## src/rtl/ifu_pkg.sv

```systemverilog
// Shared types and constants for the instruction-fetch front end.
package ifu_pkg;

  typedef enum logic [1:0] {
    IDLE = 2'd0,
    WAIT = 2'd1,
    DROP = 2'd2
  } fetch_state_t;

  localparam logic [1:0] INST_SIZE_WORD = 2'd2;
  localparam int         INST_W         = 32;
  localparam int         ADDR_W         = 64;

  typedef struct packed {
    logic [ADDR_W-1:0] pc;
    logic [INST_W-1:0] inst;
    logic              misalign;
  } fetch_entry_t;

endpackage

```

## src/rtl/ifu_fifo.sv

```systemverilog
// Synchronous FIFO with flush; flush overrides push and pop in the same cycle.
module ifu_fifo #(
  parameter int DEPTH = 4,
  parameter int WIDTH = 32
) (
  input  logic                   clock,
  input  logic                   reset,
  input  logic                   push,
  input  logic                   pop,
  input  logic                   flush,
  input  logic [WIDTH-1:0]       data,
  output logic                   full,
  output logic                   empty,
  output logic [$clog2(DEPTH):0] count,
  output logic [WIDTH-1:0]       head
);

  localparam int              PTR_W   = $clog2(DEPTH);
  localparam logic [PTR_W:0]  DEPTH_C = (PTR_W + 1)'(DEPTH);

  logic [WIDTH-1:0] mem [DEPTH];
  logic [PTR_W-1:0] wr_ptr, rd_ptr;
  logic             do_push, do_pop;

  assign full    = count == DEPTH_C;
  assign empty   = count == '0;
  assign do_pop  = pop && !empty;
  assign do_push = push && (!full || do_pop);

  always_ff @(posedge clock or posedge reset) begin
    if (reset) begin
      wr_ptr <= '0;
      rd_ptr <= '0;
      count  <= '0;
    end else if (flush) begin
      wr_ptr <= '0;
      rd_ptr <= '0;
      count  <= '0;
    end else begin
      if (do_push) wr_ptr <= wr_ptr + PTR_W'(1);
      if (do_pop)  rd_ptr <= rd_ptr + PTR_W'(1);
      count <= count + (PTR_W + 1)'(do_push) - (PTR_W + 1)'(do_pop);
    end
  end

  always_ff @(posedge clock) begin
    if (do_push && !flush) mem[wr_ptr] <= data;
  end

  assign head = mem[rd_ptr];

endmodule

```

## src/rtl/ifu_sram_fetch.sv

```systemverilog
// Sequential instruction fetch over an sram-like port, one request in flight, buffered for decode.
// Optional: define IFU_MISALIGN_CHECK_EN to turn misaligned PCs into a marker entry instead of a fetch.
module ifu_sram_fetch
  import ifu_pkg::*;
#(
  parameter logic [63:0] RESET_PC   = 64'h0000_0000_8000_0000,
  parameter int          FIFO_DEPTH = 4
) (
  input  logic        clock,
  input  logic        reset,
  input  logic        redirect_valid,
  input  logic [63:0] redirect_pc,
  output logic        inst_req,
  output logic        inst_wr,
  output logic [1:0]  inst_size,
  output logic [63:0] inst_addr,
  output logic [63:0] inst_wdata,
  input  logic [63:0] inst_rdata,
  input  logic        inst_addr_ok,
  input  logic        inst_data_ok,
  output logic        out_valid,
  input  logic        out_ready,
  output logic [63:0] out_pc,
  output logic [31:0] out_inst,
  output logic        out_misalign
);

  localparam int              CNT_W   = $clog2(FIFO_DEPTH) + 1;
  localparam logic [CNT_W-1:0] DEPTH_C = CNT_W'(FIFO_DEPTH);

  fetch_state_t      state, state_nxt;
  logic [ADDR_W-1:0] pc, req_pc;
  logic [CNT_W-1:0]  count;
  logic              full, empty, credit, handshake, push, pop;
  logic              misalign, halted, mark, unused_full;
  logic [INST_W-1:0] word;
  fetch_entry_t      push_entry, head;

  // The only outstanding request never exists in IDLE, so a free slot covers its response.
  assign credit = count < DEPTH_C;

`ifdef IFU_MISALIGN_CHECK_EN
  assign misalign = pc[1:0] != 2'b00;
`else
  assign misalign = 1'b0;
`endif

  assign mark      = state == IDLE && misalign && credit && !halted;
  assign inst_req  = !reset && state == IDLE && credit && !misalign;
  assign handshake = inst_req && inst_addr_ok;
  assign word      = req_pc[2] ? inst_rdata[63:32] : inst_rdata[31:0];
  assign push      = !redirect_valid && (mark || (state == WAIT && inst_data_ok));
  assign pop       = out_valid && out_ready && !redirect_valid;

  always_comb begin
    push_entry.pc       = req_pc;
    push_entry.inst     = word;
    push_entry.misalign = 1'b0;
    if (mark) begin
      push_entry.pc       = pc;
      push_entry.inst     = '0;
      push_entry.misalign = 1'b1;
    end
  end

  always_comb begin
    state_nxt = state;
    unique case (state)
      IDLE:    if (handshake)    state_nxt = WAIT;
      WAIT:    if (inst_data_ok) state_nxt = IDLE;
      DROP:    if (inst_data_ok) state_nxt = IDLE;
      default:                   state_nxt = IDLE;
    endcase
    // A response still owed by the bridge must be swallowed after a redirect.
    if (redirect_valid) begin
      if ((state == IDLE && handshake) || (state != IDLE && !inst_data_ok)) state_nxt = DROP;
      else                                                                   state_nxt = IDLE;
    end
  end

  always_ff @(posedge clock or posedge reset) begin
    if (reset) begin
      state  <= IDLE;
      pc     <= RESET_PC;
      halted <= 1'b0;
    end else begin
      state <= state_nxt;
      if (redirect_valid) begin
        pc     <= redirect_pc;
        halted <= 1'b0;
      end else begin
        if (handshake) pc     <= pc + 64'd4;
        if (mark)      halted <= 1'b1;
      end
    end
  end

  always_ff @(posedge clock) begin
    if (handshake) req_pc <= pc;
  end

  ifu_fifo #(
    .DEPTH (FIFO_DEPTH),
    .WIDTH ($bits(fetch_entry_t))
  ) u_fifo (
    .clock (clock),
    .reset (reset),
    .push  (push),
    .pop   (pop),
    .flush (redirect_valid),
    .data  (push_entry),
    .full  (full),
    .empty (empty),
    .count (count),
    .head  (head)
  );

  assign unused_full  = full;
  assign out_valid    = !empty;
  assign out_pc       = out_valid ? head.pc : '0;
  assign out_inst     = out_valid ? head.inst : '0;
  assign out_misalign = out_valid && head.misalign;

  assign inst_wr    = 1'b0;
  assign inst_size  = INST_SIZE_WORD;
  assign inst_addr  = pc;
  assign inst_wdata = '0;

endmodule

```

## config.mk

```make
export PLATFORM = sky130hd
export DESIGN_NAME = ifu_sram_fetch
export DESIGN_NICKNAME = d
export VERILOG_FILES = /design/src/rtl/ifu_pkg.sv /design/src/rtl/ifu_fifo.sv /design/src/rtl/ifu_sram_fetch.sv
export SDC_FILE = /design/constraint.sdc
export NUM_CORES = 1
export LEC_CHECK = 0
export CORE_ASPECT_RATIO = 0.9
export CORE_UTILIZATION = 53
export DETAILED_ROUTE_END_ITERATION = 16
export GPL_TIMING_DRIVEN = 0
export PLACE_DENSITY = 0.83
export SLEW_MARGIN = 30
export SYNTH_ARGS = -nofsm -noshare
export SYNTH_HDL_FRONTEND = slang
export SYNTH_SLANG_ARGS = --single-unit
```

## constraint.sdc

```tcl
create_clock -name clock -period 5.53 [get_ports clock]
set_input_delay 1.106 -clock clock [delete_from_list [all_inputs] [get_ports clock]]
set_output_delay 1.106 -clock clock [all_outputs]
set_load 0.01 [all_outputs]
```

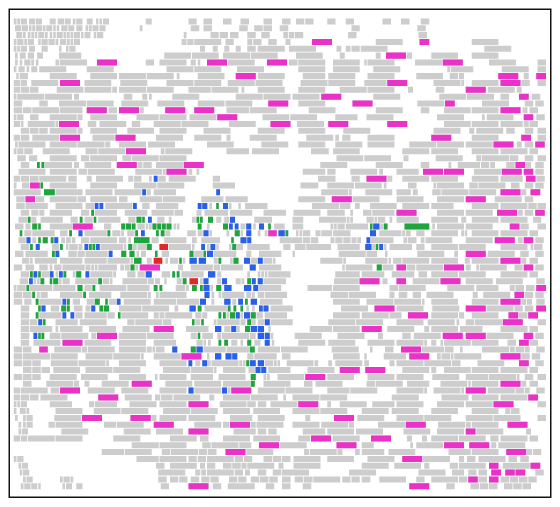
(images/gate_families.png)
family	color	cells
NAND gates	green	120
AND-OR and OR-AND gates	red	3
inverting AOI/OAI gates	blue	96
multiplexers	magenta	134
multi-input combinational area share: 0.2104
Top cell excl fill/tap: edfxtp_1
Post-Layout Cell Count: 2282

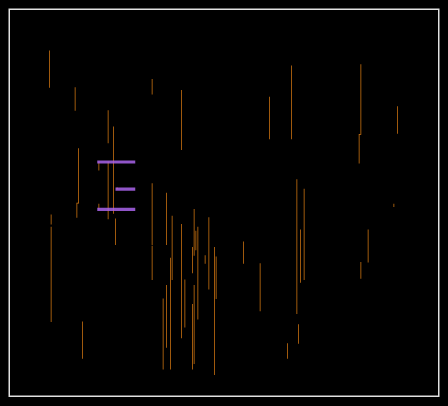
(images/metal_stack.png)
Only two layers are drawn.
layer	color	wire length
met5	purple	43.2 um
met4	orange	1220 um

==> impl_metrics.env <==
# physical design summary
export IMPL_ctsLongestPathBuffers=3
export IMPL_yosys_cells=1284
export IMPL_layout_nets=1851
export IMPL_use_met2=0.4261
export IMPL_top_cell_area_share=0.6223
export IMPL_cts_sinks=521
export IMPL_drv_slew=0
export IMPL_area_leaders="edfxtp_1, mux4_2, dfrtp_1"
export IMPL_power_switching_mw=2.950
export IMPL_period_minus_slack_ns=4.754
export IMPL_adder_share=0.006135
export IMPL_largest_register="u_fifo.mem"
export IMPL_ys_seq_frac=0.7069
export IMPL_cts_tree="built"
export IMPL_synth_flop_count=521
export IMPL_path_depth=6
export IMPL_finish_instance_area_mm2=0.02738
export IMPL_grt_pass1_vias=13000
export IMPL_place_area_mm2=0.02575
export IMPL_clkPwrFrac=0.308
export IMPL_wl_um=53110
export IMPL_fin_crit_sh=0.8597
export IMPL_place_inst=2187
export IMPL_power_group_top="sequential cells"
export IMPL_comb_power_share=0.257
export IMPL_netlist_logic_family_top="multiplexers"
export IMPL_power_total_mw=10.86
export IMPL_async_flop_share=0.1401
export IMPL_status="finished, final reports clean"
export IMPL_ys_sh_xor=0.01337
export IMPL_cp_top_family="buffers and inverters"
export IMPL_ff_type="edfxtp_1"
export IMPL_cts_resized=0
export IMPL_cp_start_kind="flip-flop"
export IMPL_min_to="req_pc[0]"
export IMPL_ys_warn_count=0
export IMPL_crit_top_cell="buf_2"
export IMPL_compound_area_frac=0.02882
export IMPL_maxCapViolations=0
export IMPL_synthTopCellsByCount="edfxtp_1, and2_1, mux4_2"
export IMPL_required_ns=4.42
export IMPL_top_area_cell="edfxtp_1"
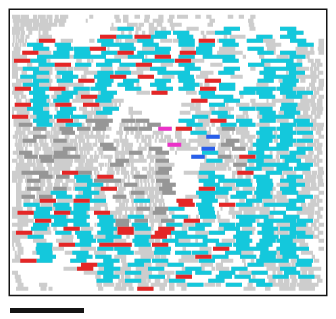
(images/registers.png)
The bar under the picture is 50 um long. Other sequential cells in the stronger gray, the rest of the logic in the fainter gray.
netlist name	color	placed flops
u_fifo.wr_ptr	magenta	2
req_pc	red	64
u_fifo.count	blue	3
u_fifo.mem	cyan	384
not colored	68
FF+latch area: 0.01528 mm2
final core utilization: 0.6879

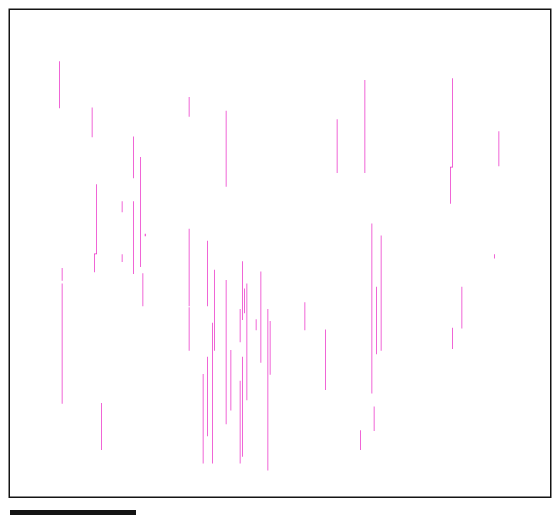
(images/met4.png)
The bar under the picture is 50 um long.
share of all routed wire	2.3%
longest straight run	67.3 um
nets with wire on the layer	29
main direction	vertical
wire length on this layer	1220 um

==> cells by family (layout without fill, tap and decap cells) <==
| kind of cell | count (synthesis) | in the layout |
|---|---|---|
| muxes | 134 | 134 |
| DFF | 521 | 521 |
| other | 2 | 70 |
| AOI/OAI and AO/OA | 99 | 99 |
| adders and majority gates | 10 | 10 |
| and+or+nand+nor | 334 | 334 |
| buffers and inverters | 151 | 549 |
| xor gates and xnor gates | 33 | 33 |
==> layout make-up <==
type                    count  area (um2)
diodes                      2       5.005
plain buffers             129       760.7
clock buffers              71        1410
clock inverters            22       203.9
fillers                  2587       12420
inverters                  22       90.09
multi-input cells         678        5759
flip-flops and latches    521       15280
well taps                 532       665.6
repair buffers            305        3201
